$ cat config.mk
export PLATFORM = sky130hd
export DESIGN_NAME = demux1to5_rx
export DESIGN_NICKNAME = d
export VERILOG_FILES = /design/src/rtl/rs422_pkg.sv /design/src/rtl/rx_frame_timer.sv /design/src/rtl/demux1to5_rx.sv
export SDC_FILE = /design/constraint.sdc
export NUM_CORES = 1
export LEC_CHECK = 0
export CAP_MARGIN = 20
export CORE_ASPECT_RATIO = 0.75
export CORE_MARGIN = 1
export CORE_UTILIZATION = 35
export DETAILED_ROUTE_END_ITERATION = 8
export PLACE_DENSITY = 0.61
export SETUP_SLACK_MARGIN = 0.02
export SYNTH_ARGS = -nofsm -noshare
export SYNTH_HDL_FRONTEND = slang
export SYNTH_SLANG_ARGS = --single-unit
$ cat constraint.sdc
create_clock -name clk -period 2.7 [get_ports clk]
set_clock_uncertainty 0.2 [all_clocks]
set_input_delay 0.54 -clock clk [delete_from_list [all_inputs] [get_ports clk]]
set_output_delay 0.54 -clock clk [all_outputs]
set_load 0.03 [all_outputs]
$ cat src/rtl/rs422_pkg.sv
// Shared definitions for the RS422 framed link (transmit arbiter and receive demux).
// Holds sync defaults, type codes, channel indices, the receive FSM state encoding and the
// type-code decoder.
package rs422_pkg;

  localparam logic [7:0] SYNC0_DEF = 8'hEB;
  localparam logic [7:0] SYNC1_DEF = 8'h90;

  localparam int unsigned NUM_CH = 5;

  // Channel indices into every 5-bit per-channel vector
  localparam int unsigned CH_PF = 0;
  localparam int unsigned CH_DI = 1;
  localparam int unsigned CH_SD = 2;
  localparam int unsigned CH_HK = 3;
  localparam int unsigned CH_TC = 4;

  // TYPE byte codes
  localparam logic [7:0] TYPE_TC = 8'h01;
  localparam logic [7:0] TYPE_HK = 8'h02;
  localparam logic [7:0] TYPE_SD = 8'h03;
  localparam logic [7:0] TYPE_DI = 8'h04;
  localparam logic [7:0] TYPE_PF = 8'h05;

  typedef enum logic [5:0] {
    StHunt    = 6'b000001,
    StSync2   = 6'b000010,
    StType    = 6'b000100,
    StLen     = 6'b001000,
    StPayload = 6'b010000,
    StCsum    = 6'b100000
  } rx_state_e;

  // One-hot channel select for a TYPE byte; all-zero for an unknown code.
  function automatic logic [NUM_CH-1:0] type_to_chan(input logic [7:0] code);
    logic [NUM_CH-1:0] oh;
    oh = '0;
    case (code)
      TYPE_PF: oh[CH_PF] = 1'b1;
      TYPE_DI: oh[CH_DI] = 1'b1;
      TYPE_SD: oh[CH_SD] = 1'b1;
      TYPE_HK: oh[CH_HK] = 1'b1;
      TYPE_TC: oh[CH_TC] = 1'b1;
      default: oh = '0;
    endcase
    return oh;
  endfunction

endpackage

$ cat src/rtl/rx_frame_timer.sv
// Inter-byte timeout counter for the receive framer.
// Ports:
//   clk, rst_n : clock, asynchronous active-low reset
//   clr        : restart the count (a byte arrived)
//   en         : count enable (a frame is being tracked)
//   expire     : high in the cycle the count reaches LIMIT-1 while enabled
module rx_frame_timer #(
  parameter logic [15:0] LIMIT = 16'd50000
) (
  input  logic clk,
  input  logic rst_n,
  input  logic clr,
  input  logic en,
  output logic expire
);

  logic [15:0] r_cnt;
  logic [15:0] w_cnt_nxt;

  assign expire = en && (r_cnt == (LIMIT - 16'd1));

  // Restarting on expiry keeps the counter at zero while the framer sits in HUNT.
  always_comb begin
    w_cnt_nxt = r_cnt;
    if (clr || expire) begin
      w_cnt_nxt = '0;
    end else if (en) begin
      w_cnt_nxt = r_cnt + 16'd1;
    end
  end

  always_ff @(posedge clk or negedge rst_n) begin
    if (!rst_n) begin
      r_cnt <= '0;
    end else begin
      r_cnt <= w_cnt_nxt;
    end
  end

endmodule

$ cat src/rtl/demux1to5_rx.sv
// Receive-side frame demultiplexer for the RS422 link.
// Finds SYNC0/SYNC1, decodes TYPE, streams the payload cut-through into one of five FIFOs,
// then checks the 8-bit additive checksum and reports per-channel good/bad frame status.
// Ports:
//   clk, rst_n          : clock, asynchronous active-low reset
//   rx_valid, rx_data   : byte strobe and byte from the UART receiver
//   full_*              : destination FIFO full flags
//   wen_*, dout         : destination FIFO write enables and shared write data
//   frame_ok, frame_bad : one-cycle per-channel frame status (bit0 pf .. bit4 tc)
//   err_*               : one-cycle error pulses
//   good_cnt, bad_cnt   : saturating frame counters
module demux1to5_rx
  import rs422_pkg::*;
#(
  parameter logic [7:0]  SYNC0       = SYNC0_DEF,
  parameter logic [7:0]  SYNC1       = SYNC1_DEF,
  parameter logic [15:0] TIMEOUT_CYC = 16'd50000
) (
  input  logic        clk,
  input  logic        rst_n,
  input  logic        rx_valid,
  input  logic [7:0]  rx_data,
  input  logic        full_pf,
  input  logic        full_di,
  input  logic        full_sd,
  input  logic        full_hk,
  input  logic        full_tc,
  output logic        wen_pf,
  output logic        wen_di,
  output logic        wen_sd,
  output logic        wen_hk,
  output logic        wen_tc,
  output logic [7:0]  dout,
  output logic [4:0]  frame_ok,
  output logic [4:0]  frame_bad,
  output logic        err_type,
  output logic        err_len,
  output logic        err_csum,
  output logic        err_ovf,
  output logic        err_tmo,
  output logic [15:0] good_cnt,
  output logic [15:0] bad_cnt
);

  rx_state_e         r_state, w_state_nxt;
  logic [NUM_CH-1:0] r_chan, w_chan_nxt;
  logic [7:0]        r_sum, w_sum_nxt;
  logic [7:0]        r_cnt, w_cnt_nxt;
  logic              r_ovf, w_ovf_nxt;

  logic [NUM_CH-1:0] r_wen, w_wen_nxt;
  logic [7:0]        r_dout, w_dout_nxt;
  logic [NUM_CH-1:0] r_ok, w_ok_nxt;
  logic [NUM_CH-1:0] r_bad, w_bad_nxt;
  logic              r_err_type, w_err_type;
  logic              r_err_len, w_err_len;
  logic              r_err_csum, w_err_csum;
  logic              r_err_ovf, w_err_ovf;
  logic              r_err_tmo, w_err_tmo;
  logic [15:0]       r_good_cnt, r_bad_cnt;
  logic              w_good_inc, w_bad_inc;

  logic [NUM_CH-1:0] w_full_vec;
  logic              w_sel_full;
  logic              w_expire;
  logic              w_timer_en;
  logic [NUM_CH-1:0] w_type_chan;

  assign w_full_vec[CH_PF] = full_pf;
  assign w_full_vec[CH_DI] = full_di;
  assign w_full_vec[CH_SD] = full_sd;
  assign w_full_vec[CH_HK] = full_hk;
  assign w_full_vec[CH_TC] = full_tc;

  assign w_sel_full  = |(r_chan & w_full_vec);
  assign w_type_chan = type_to_chan(rx_data);
  assign w_timer_en  = (r_state != StHunt);

  rx_frame_timer #(
    .LIMIT (TIMEOUT_CYC)
  ) u_timer (
    .clk    (clk),
    .rst_n  (rst_n),
    .clr    (rx_valid),
    .en     (w_timer_en),
    .expire (w_expire)
  );

  always_comb begin
    w_state_nxt = r_state;
    w_chan_nxt  = r_chan;
    w_sum_nxt   = r_sum;
    w_cnt_nxt   = r_cnt;
    w_ovf_nxt   = r_ovf;
    w_wen_nxt   = '0;
    w_dout_nxt  = r_dout;
    w_ok_nxt    = '0;
    w_bad_nxt   = '0;
    w_err_type  = 1'b0;
    w_err_len   = 1'b0;
    w_err_csum  = 1'b0;
    w_err_ovf   = 1'b0;
    w_err_tmo   = 1'b0;
    w_good_inc  = 1'b0;
    w_bad_inc   = 1'b0;

    // A byte arriving in the expiry cycle takes priority over the timeout.
    if (rx_valid) begin
      unique case (r_state)
        StHunt: begin
          if (rx_data == SYNC0) w_state_nxt = StSync2;
        end
        StSync2: begin
          if (rx_data == SYNC1) begin
            w_state_nxt = StType;
          end else if (rx_data != SYNC0) begin
            w_state_nxt = StHunt;
          end
        end
        StType: begin
          if (|w_type_chan) begin
            w_chan_nxt  = w_type_chan;
            w_sum_nxt   = rx_data;
            w_ovf_nxt   = 1'b0;
            w_state_nxt = StLen;
          end else begin
            w_err_type  = 1'b1;
            w_state_nxt = StHunt;
          end
        end
        StLen: begin
          if (rx_data == 8'd0) begin
            w_err_len   = 1'b1;
            w_bad_nxt   = r_chan;
            w_bad_inc   = 1'b1;
            w_state_nxt = StHunt;
          end else begin
            w_cnt_nxt   = rx_data;
            w_sum_nxt   = r_sum + rx_data;
            w_state_nxt = StPayload;
          end
        end
        StPayload: begin
          w_sum_nxt = r_sum + rx_data;
          w_cnt_nxt = r_cnt - 8'd1;
          if (w_sel_full) begin
            // Dropped byte poisons the frame; report the overflow only once per frame.
            w_err_ovf = !r_ovf;
            w_ovf_nxt = 1'b1;
          end else begin
            w_wen_nxt  = r_chan;
            w_dout_nxt = rx_data;
          end
          if (r_cnt == 8'd1) w_state_nxt = StCsum;
        end
        StCsum: begin
          if ((rx_data == r_sum) && !r_ovf) begin
            w_ok_nxt   = r_chan;
            w_good_inc = 1'b1;
          end else begin
            w_bad_nxt  = r_chan;
            w_bad_inc  = 1'b1;
            w_err_csum = (rx_data != r_sum);
          end
          w_ovf_nxt   = 1'b0;
          w_state_nxt = StHunt;
        end
        default: w_state_nxt = StHunt;
      endcase
    end else if (w_expire) begin
      w_err_tmo   = 1'b1;
      w_ovf_nxt   = 1'b0;
      w_state_nxt = StHunt;
      // A channel is only committed once TYPE has been accepted.
      if ((r_state == StLen) || (r_state == StPayload) || (r_state == StCsum)) begin
        w_bad_nxt = r_chan;
        w_bad_inc = 1'b1;
      end
    end
  end

  always_ff @(posedge clk or negedge rst_n) begin
    if (!rst_n) begin
      r_state    <= StHunt;
      r_chan     <= '0;
      r_sum      <= '0;
      r_cnt      <= '0;
      r_ovf      <= 1'b0;
      r_wen      <= '0;
      r_dout     <= '0;
      r_ok       <= '0;
      r_bad      <= '0;
      r_err_type <= 1'b0;
      r_err_len  <= 1'b0;
      r_err_csum <= 1'b0;
      r_err_ovf  <= 1'b0;
      r_err_tmo  <= 1'b0;
      r_good_cnt <= '0;
      r_bad_cnt  <= '0;
    end else begin
      r_state    <= w_state_nxt;
      r_chan     <= w_chan_nxt;
      r_sum      <= w_sum_nxt;
      r_cnt      <= w_cnt_nxt;
      r_ovf      <= w_ovf_nxt;
      r_wen      <= w_wen_nxt;
      r_dout     <= w_dout_nxt;
      r_ok       <= w_ok_nxt;
      r_bad      <= w_bad_nxt;
      r_err_type <= w_err_type;
      r_err_len  <= w_err_len;
      r_err_csum <= w_err_csum;
      r_err_ovf  <= w_err_ovf;
      r_err_tmo  <= w_err_tmo;
      if (w_good_inc && (r_good_cnt != 16'hFFFF)) r_good_cnt <= r_good_cnt + 16'd1;
      if (w_bad_inc && (r_bad_cnt != 16'hFFFF)) r_bad_cnt <= r_bad_cnt + 16'd1;
    end
  end

  assign wen_pf    = r_wen[CH_PF];
  assign wen_di    = r_wen[CH_DI];
  assign wen_sd    = r_wen[CH_SD];
  assign wen_hk    = r_wen[CH_HK];
  assign wen_tc    = r_wen[CH_TC];
  assign dout      = r_dout;
  assign frame_ok  = r_ok;
  assign frame_bad = r_bad;
  assign err_type  = r_err_type;
  assign err_len   = r_err_len;
  assign err_csum  = r_err_csum;
  assign err_ovf   = r_err_ovf;
  assign err_tmo   = r_err_tmo;
  assign good_cnt  = r_good_cnt;
  assign bad_cnt   = r_bad_cnt;

endmodule

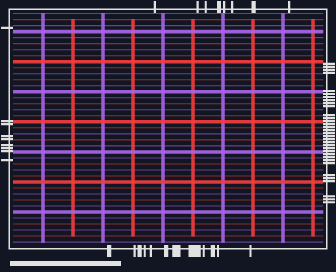
Run 1: floorplan with the power grid
The bar under the picture is 50 um long. Pins as bars on the die edge.
| net | color |
|---|---|
| VDD | red |
| VSS | purple |
met4 straps: 10
signal pins: 76
met5 straps: 7

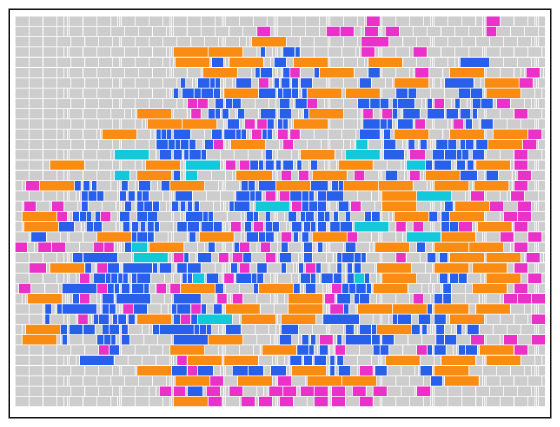
Run 1: placement by cell class
Fill, decap, tap and diode cells in gray.
| class | color | cells | share of their area |
|---|---|---|---|
| combinational and other logic | blue | 397 | 39% |
| remaining buffers and delay cells | magenta | 146 | 19% |
| clock drivers and dummy loads | cyan | 16 | 4.3% |
| sequential cells | orange | 104 | 38% |
area of the core: 14500 um^2
share of the core filled with cells in the final layout: 0.494
post-route design area: 7170 um^2
share of cell area taken by flip-flops and latches: 0.363
floorplan row count: 38

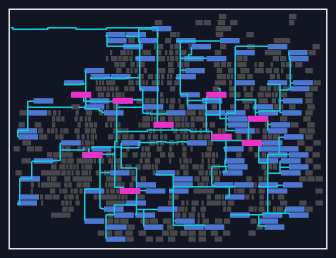
Run 1: routed clock nets over the placement
[flip-flops] blue | count: 104
[clock wires] cyan | length: 1270 um
[clock drivers] magenta | count: 9
flops lie: spread over the die

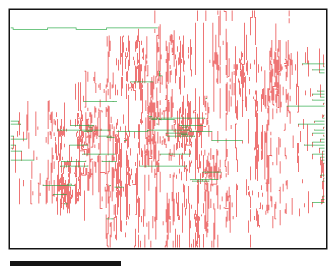
Run 1: wiring by layer
The bar under the picture is 50 um long. Only two layers are drawn.
| layer | color | wire length |
|---|---|---|
| metal 3 | green | 571 um |
| metal 2 | red | 5830 um |
GR Util All Layers: 0.179
via count of the routed design: 4368
WL final: 12.9 mm
WL/cell: 15.0 um

-- run 1: how the worst max path moves through the flow --
| stage | start | end | slack [ns] | cells past startpoint |
|---|---|---|---|---|
| after floorplan | rx_data[5] | bad_cnt[1]$_DFFE_PN0P_ | -0.01 | 8 |
| after global placement | rx_data[1] | good_cnt[15]$_DFFE_PN0P_ | -0.61 | 10 |
| after detailed placement | rx_data[1] | good_cnt[15]$_DFFE_PN0P_ | -0.62 | 10 |
| after CTS | rx_data[2] | bad_cnt[1]$_DFFE_PN0P_ | 0.01 | 10 |
| after global routing | r_sum[1]$_DFFE_PN0P_ | good_cnt[15]$_DFFE_PN0P_ | -0.01 | 9 |
| final | u_timer.r_cnt[4]$_DFFE_PN0P_ | bad_cnt[14]$_DFFE_PN0P_ | 0.09 | 7 |
-- run 1: repair_timing --
| item | in CTS | in global routing |
|---|---|---|
| setup endpoints to repair | 35 | 24 |
| resized | 18 | 9 |
| buffers inserted | 0 | 2 |
| pin swaps | 6 | 5 |
| hold endpoints to repair | 20 | 0 |
| hold buffers | 1 | 0 |
-- run 1: worst max-delay path: cells and delay by family, from the launching register on --
family / cells / cell delay (ns)
buffers and inverters: 1 / 0.16
DFF: 1 / 0.38
muxes: 1 / 0.35
AOI/OAI and AO/OA: 1 / 0.07
and+or+nand+nor: 4 / 1.34
-- run 1: synth_stat cells, types with 2 or more instances --
cell,count
sky130_fd_sc_hd__a211oi_1,2
sky130_fd_sc_hd__a21oi_1,23
sky130_fd_sc_hd__a22o_1,3
sky130_fd_sc_hd__a22oi_1,3
sky130_fd_sc_hd__a31oi_1,2
sky130_fd_sc_hd__and2_1,14
sky130_fd_sc_hd__and3_1,9
sky130_fd_sc_hd__and4_1,5
sky130_fd_sc_hd__buf_2,3
sky130_fd_sc_hd__clkbuf_1,14
sky130_fd_sc_hd__dfrtp_1,103
sky130_fd_sc_hd__ha_1,12
sky130_fd_sc_hd__inv_1,12
sky130_fd_sc_hd__mux2_2,10
sky130_fd_sc_hd__mux2i_1,5
sky130_fd_sc_hd__nand2_1,50
sky130_fd_sc_hd__nand2b_1,6
sky130_fd_sc_hd__nand3_1,28
sky130_fd_sc_hd__nand4_1,14
sky130_fd_sc_hd__nand4b_1,2
sky130_fd_sc_hd__nor2_1,44
sky130_fd_sc_hd__nor2b_1,12
sky130_fd_sc_hd__nor3_1,19
sky130_fd_sc_hd__nor3b_1,6
sky130_fd_sc_hd__nor4_1,10
sky130_fd_sc_hd__nor4_2,3
sky130_fd_sc_hd__o211ai_1,3
sky130_fd_sc_hd__o21a_1,3
sky130_fd_sc_hd__o21ai_0,22
sky130_fd_sc_hd__o31ai_1,5
sky130_fd_sc_hd__or4_1,2
sky130_fd_sc_hd__xnor2_1,23
sky130_fd_sc_hd__xor2_1,24
-- run 1: metrics by stage --
stage | cells | hold WS, ns | setup TNS [ns]
after global placement | 844 | 0.242 | -21.22
after floorplan | 519 | 0.0444 | -0.0139
final | 863 | 0.265 | 0
after global routing | 863 | 0.282 | -0.0297
after CTS | 861 | 0.257 | 0
after detailed placement | 844 | 0.236 | -21.04
==> summary.txt, run 1 <==
Physical implementation status

The first global-routing pass estimated 21.6 mm of wire. The layout report lists the multi-input gate area as 2680 um^2. The clock latency reported for the late side of the worst-skew pair stands at 0.35 ns. The max-slew headroom at the worst pin stands at 0.692. The maximum number of pins on one net before global-route repair stands at 39. The clock H-tree reported by CTS has 3 levels. The detailed router finished its first iteration with 210 violations. met3 track demand over resource after global routing is 0.0329.

Summing all flip-flop and latch instances after layout gives 2600 um^2. In the global route stage, met1 resource usage came out at 0.250. By area, the class that comes first in the final layout consists of logic gates. Looking at the reg2reg group, the worst path ends at bad_cnt[14]$_DFFE_PN0P_. The report lists the power per cell area as 550 nW/um^2.

Summed over all cells, the static leakage comes to 3.21 nW. Summing over the stages, the warning tally comes to 30. Setup repair after global routing could not meet its margin everywhere. The multi-input gate share of the layout cell area stands at 0.373. The synthesized area divided by synthesized cell count stands at 10.0 um^2. Hold analysis lists the worst path endpoint as err_ovf$_DFF_PN0_. The simple logic cell fraction of the synthesized area stands at 0.235. In this run the top signal layer used is met4.

The area fraction of the largest cell type after synthesis is 0.494. STA classifies the critical path startpoint as a flop. Per the synth stats, the flop cell with the highest instance count is sky130_fd_sc_hd__dfrtp_1. For reference, the critical path cell chain is or4bb_1 -> nor4_2 -> and4_4 -> a211oi_2 -> buf_4 -> nor4_2 -> mux2_2.

The startpoint identified for the worst hold timing path is r_ovf$_DFFE_PN0P_. The clock period minus final worst setup slack stands at 2.61 ns. The final count of pins violating max slew stands at 0. Counting the warning lines in the Yosys log gives 0. The run finished with clean final reports.

According to the hold report, the worst path is of the reg -> reg type. At the end of the flow, the number of nets in the layout was 687. The clock transition at the registers of the reported paths stands at 0.08 ns.

The area of the mapped netlist stands at 5210 um^2. Per the layout report, the design carries 10 clock buffers. The net switching component of the power stands at 0.00118 W.

The slowest stage of the critical path is the sky130_fd_sc_hd__or4bb_1 cell. The number of placed I/O pins stands at 76. The number of cells on the worst hold path is listed as 1. The switching power as a share of total power stands at 0.300. Across all register-to-register paths, the minimum setup slack is 0.09 ns. The peak ir drop on the vdd network stands at 0.314 mV.

The data arrival time reported for the critical path is 2.64 ns. According to the tapcell log, the count of inserted taps is 200. The final count of hold timing violations stands at 0. The overall chip area stands at 15400 um^2. The compound-cell area share of the yosys netlist stands at 0.0958. The multi-input combinational cell count stands at 384. The cell count of the worst reg-to-reg path stands at 7. Per the detailed placement report, the placed cell area equals 6690 um^2. The tree is rooted in a sky130_fd_sc_hd__clkbuf_16. The transition time at the pin with the least slew margin stands at 0.451 ns. Combinational cells consume a total of 0.000850 W. TritonCTS built the clock tree.

The amount of wire on met3 after detailed routing stands at 571 um. Per the synthesis report, the adder-cell share of the synthesized area is 0.0326. In this run the critical register-to-register path is launched from u_timer.r_cnt[4]$_DFFE_PN0P_.

For this run, the register share of the synthesized area comes to 0.499. In this run, synthesis produced a sequential element count of 104. Of all power groups, the one with the highest power is registers. In the finished design the tool counted flip-flops and latches totalling 104.

The DRC violation total left in the routed layout is recorded as 0. The die width stands at 143 um. The final antenna diode tally reported by the flow is 0. The worst slack at placement stands at -0.618 ns.

The highest clock rate this design can be run at is 384 MHz. The number of enable flip-flop cells stands at 0. Grouping non-sequential cells by family puts the most area in simple AND/OR/NAND/NOR gates. The number of endpoints failing setup at the final stage stands at 0. Max-cap violations in this run came to 0. The count of buffers inserted at the top-level ports stands at 75. The share of synthesized registers carrying an async set or reset stands at 1.00. The final worst-path cycle share stands at 0.965.

In the synthesis report, Yosys lists the chip area as 5210 um^2. Total power for the finished layout comes to 0.00394 W. The number of different library cells used by synthesis comes to 56. The number of global-route vias before repair stands at 4415. The share of the core area taken by cells at floorplan is 0.360. Summed over all nets, wire length on met2 after detailed routing comes to 5.83 mm. The height of the die stands at 108 um.

The number of filler instances in the final layout stands at 1334. In the synthesized netlist, the number of instances is 519. Non-clock inverters in the final layout number 13. Looking at the setup timing report, the critical path kind is reg -> reg.

STA classifies the critical path endpoint as a flop. The power report lists cell-internal power as 0.00276 W. Yosys stat counts 519 cells in the synthesized netlist. Global route summary, busiest routing layer listed as met2. The count of antenna-violating nets left after detailed routing stands at 0. The CTS report gives the tree buffer count as 9. Per the final report, the share of cell area in clock cells is 0.0412. The clock network power reported by the tool is 0.00130 W.

The congestion estimate from routability-driven global placement came to 0.886. After detailed routing, the number of vias per cell comes to 5.06. STA lists the maximum fanout along the critical path as 6.

The synthesis-to-finish area growth stands at 37.5%. The most common logic cells in the final layout are sky130_fd_sc_hd__dfrtp_1, sky130_fd_sc_hd__buf_4, sky130_fd_sc_hd__clkdlybuf4s50_1. The power report attributes to the combinational group a share of 0.216. Counting only logic cells after layout, the most numerous master is sky130_fd_sc_hd__dfrtp_1. The met2 track utilization from global routing stands at 0.284. The number of antenna violations at the first check in global routing stands at 0.

The share of post-route cells with drive strength above 1 stands at 0.190. Counting every net in the synthesized netlist gives 548. The final HPWL from detailed placement stands at 9.62 mm.

The clock passes through at most 2 buffers. Non-clock buffers in the final layout number 146.
==> run 1 -> run 2 <==
--- a/config.mk
+++ b/config.mk
@@ -12,4 +12,5 @@
 export DETAILED_ROUTE_END_ITERATION = 8
 export PLACE_DENSITY = 0.61
+export REMOVE_ABC_BUFFERS = 1
 export SETUP_SLACK_MARGIN = 0.02
 export SYNTH_ARGS = -nofsm -noshare
==> constraint.sdc (replaced) <==
create_clock -name clk -period 2.2 [get_ports clk]
set_clock_uncertainty 0.2 [all_clocks]
set_input_delay 0.44 -clock clk [delete_from_list [all_inputs] [get_ports clk]]
set_output_delay 0.44 -clock clk [all_outputs]
set_load 0.05 [all_outputs]
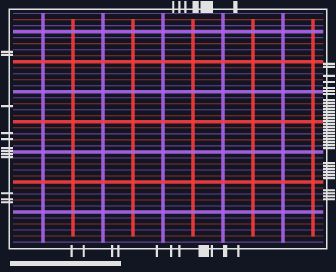
Run 2: floorplan with the power grid
The bar under the picture is 50 um long. Pins as bars on the die edge.
| net | color |
|---|---|
| VDD | red |
| VSS | purple |
met4 straps: 10
met5 straps: 7
rows: 38
signal pins: 76
horizontal die dimension: 143 um
Vert. Die Dim: 108 um

==> summary.txt, run 2 <==
Physical implementation status

The timing report shows that the slowest cell on the worst path is sky130_fd_sc_hd__dfrtp_1. The number of synthesized register bits stands at 104. The detailed-route via count stands at 4619.

Looking at the hold checks, the worst path lands on err_ovf$_DFF_PN0_. The script extracted a total leakage power of 3.74 nW. TritonCTS built the clock tree.

Per the gpl log, the routability congestion estimate is 0.887. The synthesis run shows the most used standard cells to be sky130_fd_sc_hd__dfrtp_1, sky130_fd_sc_hd__nand2_1, sky130_fd_sc_hd__nor2_1, sky130_fd_sc_hd__nand3_1, sky130_fd_sc_hd__xor2_1. The maximum number of pins on one net before global-route repair stands at 35. At the pin with the least slew margin, the transition time is 0.545 ns. The aggregate routed wire length stands at 14.3 mm. The number of clock buffers inserted by TritonCTS stands at 9. In the finished design, the share of the clock period the worst path needs comes to 1.18.

Counting I/O delays and the setup requirement, the final critical path takes 2.60 ns. Once layout is complete, the cells apart from fillers number 920. In the Yosys report the total cell count is 519. In the final routed layout, each cell accounts on average for 15.5 um. For this run the top cell type by instance count after synthesis was sky130_fd_sc_hd__dfrtp_1. The clock passes through at most 2 buffers. The number of endpoints failing setup at the final stage stands at 43. The number of global-route vias before repair is 4598. The Yosys step of the flow raised 0 warnings. The number of antenna diodes stands at 0. Looking at the setup timing report, the critical path kind is reg -> reg. The worst setup path is launched from a flop.

The number of antenna violations at the first check in global routing stands at 0. The signal arrival time at the worst endpoint stands at 2.64 ns. The share of synthesized registers carrying an async set or reset stands at 1.00. Overall routing resource usage recorded by global route was 0.195. For this block, the initial DRC count from the detailed router was 233.

The area of the mapped netlist stands at 5210 um^2. The number of maximum-capacitance constraint violations stands at 0. Per STA, the worst path is made up of ha_4 -> nor4_4 -> buf_4 -> nand4_1 -> buf_4 -> a311oi_2 -> nor3b_2 -> buf_4 -> nand4_1 -> xnor2_1. The worst hold path begins at r_ovf$_DFFE_PN0P_. The chip occupies 15400 um^2. The final timing report gives a worst setup slack of -0.399 ns. Counting flops with a built-in enable in the synthesized netlist gives 0. The synthesized area divided by synthesized cell count stands at 10.0 um^2. The final count of pins violating max slew stands at 0. The area fraction of the largest cell type after synthesis is 0.494. The number of buffer and inverter stages on the critical path stands at 3.

The clock transition at the registers of the reported paths stands at 0.08 ns. The final layout contains 744 nets. Looking at the VDD voltage map, the peak drop is 0.368 mV.

The effective utilization at floorplan stands at 0.360. Per the cell usage report, the commonest logic cell in the layout is sky130_fd_sc_hd__buf_4. The floorplan step defined a core boundary enclosing 14500 um^2. For the worst reg-to-reg path, the startpoint reported by OpenROAD is r_sum[5]$_DFFE_PN0P_. Headroom to the max-slew limit came out at 0.634.

Endpoints failing hold in the final report were tallied at 0. The share of post-route cells with drive strength above 1 stands at 0.364. The sequential element share of the synthesized area stands at 0.499. For this design the top-level I/O count stands at 76. OpenROAD emitted warnings numbering 28. In this run, distinct cell masters in the synthesized netlist total 56. The global-route wire length before repair stands at 23.4 mm. The number of placed instances, taps included, is 889.

The capture point of the worst register-to-register path is recorded as good_cnt[15]$_DFFE_PN0P_. Setup repair after global routing could not meet its margin everywhere. The synthesis-to-finish area growth stands at 49.8%.

The sum of negative setup slack stands at -12.28 ns. The level count of the clock H-tree stands at 3. The count of standard-cell rows stands at 38. The flow ran to the end, but the final reports show violations.

The checks that failed: setup timing. In the layout the commonest cells are sky130_fd_sc_hd__buf_4, sky130_fd_sc_hd__dfrtp_1, sky130_fd_sc_hd__nand2_1. The post-layout total power stands at 0.00507 W. Total power normalized to cell area comes to 649 nW/um^2. The fraction of the core area covered by cells at the end of the flow stands at 0.539. Yosys reports a chip area of 5210 um^2.

For this run, the leading register cell type out of synthesis is sky130_fd_sc_hd__dfrtp_1.
-- run 2: timing repair --
action                                  CTS  global route
hold endpoints to repair                 30             0
setup buffers                            10             6
hold buffers                              1             0
endpoints found under the setup margin   77            81
resized                                  66            47
pin swaps                                36            14
-- run 2: through the flow --
step / setup WS, ns / instance area (um^2)
2_1_floorplan: -1.11 / 5130
3_3_place_gp: -1.13 / 6930
3_5_place_dp: -1.14 / 6930
4_1_cts: -0.383 / 7590
5_1_grt: -0.537 / 7810
6_report: -0.399 / 7810
-- run 2: cell type report --
type,instances,area (um^2)
fillers,1279,6690
flip-flops and latches,104,2610
inverters,13,48.8
multi-input cells,384,2910
well taps,200,250
repair buffers,203,1710
clock buffers,10,229
clock inverters,6,57.6
-- run 2: worst max-delay path by stage --
stage                                   from  depth (start not counted)  slack (ns)                  endpoint
2_1_floorplan         bad_cnt[3]$_DFFE_PN0P_                          5       -1.11    bad_cnt[1]$_DFFE_PN0P_
3_3_place_gp                      rx_data[1]                         11       -1.13  good_cnt[15]$_DFFE_PN0P_
3_5_place_dp                      rx_data[5]                         11       -1.14  good_cnt[14]$_DFFE_PN0P_
4_1_cts        u_timer.r_cnt[11]$_DFFE_PN0P_                          8       -0.38   bad_cnt[10]$_DFFE_PN0P_
5_1_grt                 r_sum[6]$_DFFE_PN0P_                         10       -0.54  good_cnt[15]$_DFFE_PN0P_
6_report                r_sum[5]$_DFFE_PN0P_                         10       -0.40  good_cnt[15]$_DFFE_PN0P_
-- run 2: where the power goes --
group	switching, W	internal (W)	leakage, nW	total, W
registers	0.000145	0.00205	1.42	0.00220
clock network	0.000783	0.000800	0.142	0.00158
logic	0.000671	0.000621	2.17	0.00129
-- run 2: kinds of logic (layout without fill, tap and decap cells) --
family	after synthesis	after routing	share of synthesized area
muxes	16	16	0.0341
xor gates and xnor gates	47	47	0.0790
adders and majority gates	13	13	0.0326
and+or+nand+nor	231	231	0.235
DFF	104	104	0.499
AOI/OAI and AO/OA	77	77	0.0958
buffers and inverters	31	232	0.0245
-- run 2: routing by layer --
layer / track usage / up-vias / share of wire
met4: 0.0538 / 0 / 0.014
met2: 0.302 / 104 / 0.45
met5: 0 / - / 0
met3: 0.0311 / 16 / 0.041
met1: 0.281 / 2265 / 0.49
li1: - / 2234 / -
==> run 2 -> run 3 <==
- GPL_ROUTABILITY_DRIVEN: default -> 0
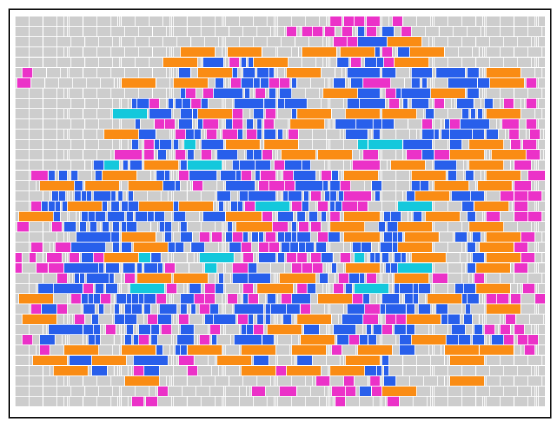
Run 3: placement by cell class
Fill, decap, tap and diode cells in gray.
| class | color | cells | share of their area |
|---|---|---|---|
| clock drivers and dummy loads | cyan | 15 | 3.6% |
| remaining buffers and delay cells | magenta | 209 | 23% |
| combinational and other logic | blue | 398 | 40% |
| sequential cells | orange | 104 | 34% |
share of cell area taken by flip-flops and latches: 0.326
post-route design area: 7990 um^2
share of the core filled with cells in the final layout: 0.551

==> summary.txt, run 3 <==
Physical implementation status

The flow ran to the end, but the final reports show violations. The checks that failed: setup timing. Across all hold checks on the routed design, the worst slack comes to 0.274 ns. Per the timing report, the most critical flop-to-flop path originates at r_sum[6]$_DFFE_PN0P_. Before any placement, the netlist area is recorded as 5210 um^2. The peak ir drop on the vdd network stands at 0.499 mV. For this run the detailed placement stage logged an HPWL of 10.4 mm.

The number of clock buffers inserted by TritonCTS stands at 9. For this run the top cell type by instance count after synthesis was sky130_fd_sc_hd__dfrtp_1. The count of standard-cell rows stands at 38. Per STA, the startpoint of the critical path is r_sum[6]$_DFFE_PN0P_. The last timing report of the flow puts the setup violation total at 48.

For this run, the number of Yosys warnings is 0. Dividing the detail-routed wire length by the instance count gives 16.2 um. The critical-path maximum fanout stands at 5. The number of cells on the worst hold path is listed as 1.

The clock period minus final worst setup slack stands at 2.62 ns. The maximum number of pins on one net before global-route repair stands at 33. The TritonCTS sink count stands at 104. The distinct cell type count of the synthesized netlist stands at 56. After synthesis, the mean cell area works out to 10.0 um^2. The synthesis report names the predominant flop master as sky130_fd_sc_hd__dfrtp_1. The most common logic cells in the final layout are sky130_fd_sc_hd__buf_4, sky130_fd_sc_hd__dfrtp_1, sky130_fd_sc_hd__nand2_1. The total track usage stands at 0.206. The total tool warning count stands at 28. In this run the tightest slew margin relative to its limit is 0.654. The commonest cells after synthesis are sky130_fd_sc_hd__dfrtp_1, sky130_fd_sc_hd__nand2_1, sky130_fd_sc_hd__nor2_1, sky130_fd_sc_hd__nand3_1, sky130_fd_sc_hd__xor2_1.

After clock tree synthesis, the clock-pin slew on the worst setup and hold paths is 0.07 ns. The cell count of the worst reg-to-reg path stands at 10. The final critical-path setup slack stands at -0.420 ns.

The signal arrival time at the worst endpoint stands at 2.66 ns. The initial utilization of the core area, before any placement, comes to 0.360. The worst hold path terminates at err_ovf$_DFF_PN0_. For this run, the detailed router reports a per-instance via density of 5.06. The die is 108 um tall. Between the synthesized netlist and the finished layout, the area growth was recorded as 53.3%.

The global-route wire length before repair stands at 24.4 mm. The most common logic cell in the final layout is sky130_fd_sc_hd__buf_4. The standard cell core area stands at 14500 um^2. In the synthesized netlist, the number of instances is 519. The sum of overflow across all layers after global routing stands at 0.

The ratio of total power to cell area stands at 642 nW/um^2. The share of the Yosys chip area taken by registers is 0.499. The longest clock path from root to sink contains 2 buffers. Per the log, the first TritonRoute iteration ended with a DRC count of 277. The number of global-route vias before repair stands at 4808. After synthesis, the design contains 519 cells according to Yosys.

The final count of pins violating max slew stands at 0. Setup repair after global routing could not meet its margin everywhere. The H-tree was split into 3 levels. The leakage dissipation stands at 3.80 nW.

The count of antenna-violating nets left after detailed routing stands at 0. As reported, the later end of the worst-skew pair has a clock insertion delay of 0.35 ns. In the log, the iteration count for the first detailed-route pass is 4. The synthesis report lists the most area-consuming cells as sky130_fd_sc_hd__dfrtp_1, sky130_fd_sc_hd__xor2_1, sky130_fd_sc_hd__xnor2_1. In the finished design, the share of the clock period the worst path needs comes to 1.19. Of all cell types, the one taking the most synthesized area is sky130_fd_sc_hd__dfrtp_1. Per the final layout report, the fraction of cells sized above drive strength 1 comes to 0.387.

The aggregate routed wire length stands at 15.0 mm. The count of buffers inserted at the top-level ports stands at 75. The routed layout reports a DRC error count of 0. At the pin with the least slew margin, the transition time is 0.517 ns. The overall chip area stands at 15400 um^2.

Synthesis inferred 104 register bits. Clock tree synthesis selected as its root buffer the cell sky130_fd_sc_hd__clkbuf_16. The area fraction of the largest cell type after synthesis is 0.494. The slack of the worst reg-to-reg path stands at -0.42 ns. Looking at hold timing, the worst path starts from r_ovf$_DFFE_PN0P_. The number of placed I/O pins stands at 76.

The pre-CTS setup check shows a worst slack of -1.12 ns. Hold-check failures listed in the final report amount to 0. The number of antenna violations at the first check in global routing stands at 0. From left edge to right edge, the die measures 143 um.

Detailed routing inserted a total of 4684 vias. The highest clock rate stands at 382 MHz. Note that the worst hold path type here is reg -> reg. The number of maximum-capacitance violations recorded for the run is 0. STA classifies the critical path endpoint as a flop.

The synthesis report gives the async set-or-reset register share as 1.00. The area recorded from the Yosys report for this design is 5210 um^2. According to the timing report, the data required time at the worst endpoint equals 2.24 ns. TritonCTS built the clock tree. The capture point of the worst register-to-register path is recorded as good_cnt[15]$_DFFE_PN0P_.

The number of enable flip-flop cells stands at 0. The final layout net count stands at 751. STA classifies the critical path startpoint as a flop. The number of antenna diodes stands at 0. The critical path is of the reg -> reg type.
-- run 3: how the worst max path moves through the flow --
stage | end | slack (ns) | depth (start not counted)
after floorplan | bad_cnt[1]$_DFFE_PN0P_ | -1.11 | 5
after global placement | good_cnt[15]$_DFFE_PN0P_ | -1.13 | 11
after detailed placement | good_cnt[15]$_DFFE_PN0P_ | -1.12 | 11
after CTS | good_cnt[15]$_DFFE_PN0P_ | -0.40 | 10
after global routing | good_cnt[15]$_DFFE_PN0P_ | -0.50 | 10
final | good_cnt[15]$_DFFE_PN0P_ | -0.42 | 10
-- run 3: where the power goes --
group | switching (W) | internal, W
clock network | 0.000773 | 0.000781
registers | 0.000150 | 0.00205
logic | 0.000712 | 0.000667
total | 0.00163 | 0.00350
-- run 3: cells by family (layout without fill, tap and decap cells) --
family	Yosys count	count (layout)	synth area share
flip-flops	104	104	0.499
XOR/XNOR	47	47	0.0790
multiplexers	16	16	0.0341
AND/OR/NAND/NOR	231	232	0.235
AND-OR/OR-AND	77	77	0.0958
buffers and inverters	31	237	0.0245
adder cells (fa/ha/maj)	13	13	0.0326
-- run 3: final cells by class --
cell class,instances,area (um^2)
fill,1270,6510
multi-input combinational,385,3040
sequential,104,2610
timing repair buffer,209,1760
tap,200,250
clock buffer,9,225
clock inverter,6,52.6
inverter,13,48.8
-- run 3: metrics by stage --
stage	instances	setup TNS [ns]	power [W]	instance area, um^2	util
6_report	926	-11.46	0.00513	7990	0.551
5_1_grt	926	-15.82	0.00540	7990	0.551
4_1_cts	919	-11.11	0.00506	7710	0.532
3_5_place_dp	889	-58.58	0.00329	6930	0.478
3_3_place_gp	889	-58.34	0.00326	6930	0.478
2_1_floorplan	501	-22.50	0.00278	5130	-
-- run 3: what timing repair did --
item	in CTS	in global routing
resized	88	60
setup endpoints to repair	78	89
setup buffers	13	9
hold endpoints to repair	23	0
hold buffers	1	0
pin swaps	33	24
cloned	2	0
-- run 3: critical path, cell delays in order (launching register included) --
cell                       delay (ns)
sky130_fd_sc_hd__dfrtp_1         0.42
sky130_fd_sc_hd__ha_4            0.24
sky130_fd_sc_hd__nor4_4          0.29
sky130_fd_sc_hd__buf_4           0.16
sky130_fd_sc_hd__nand4_1         0.17
sky130_fd_sc_hd__buf_4           0.20
sky130_fd_sc_hd__a311oi_2        0.22
sky130_fd_sc_hd__nor3b_2         0.21
sky130_fd_sc_hd__buf_4           0.16
sky130_fd_sc_hd__nand4_1         0.11
sky130_fd_sc_hd__xnor2_1         0.15
-- run 3: metal layers --
layer  vias up  global-route usage  routed length, um
met5         -                   0                  0
met4         0              0.0630                286
met3        28              0.0427                703
met2       127               0.330               6950
met1      2289               0.278               7070
li1       2240                   -                  -
Power figures rest on the tool's default switching activity, not on a simulated workload.
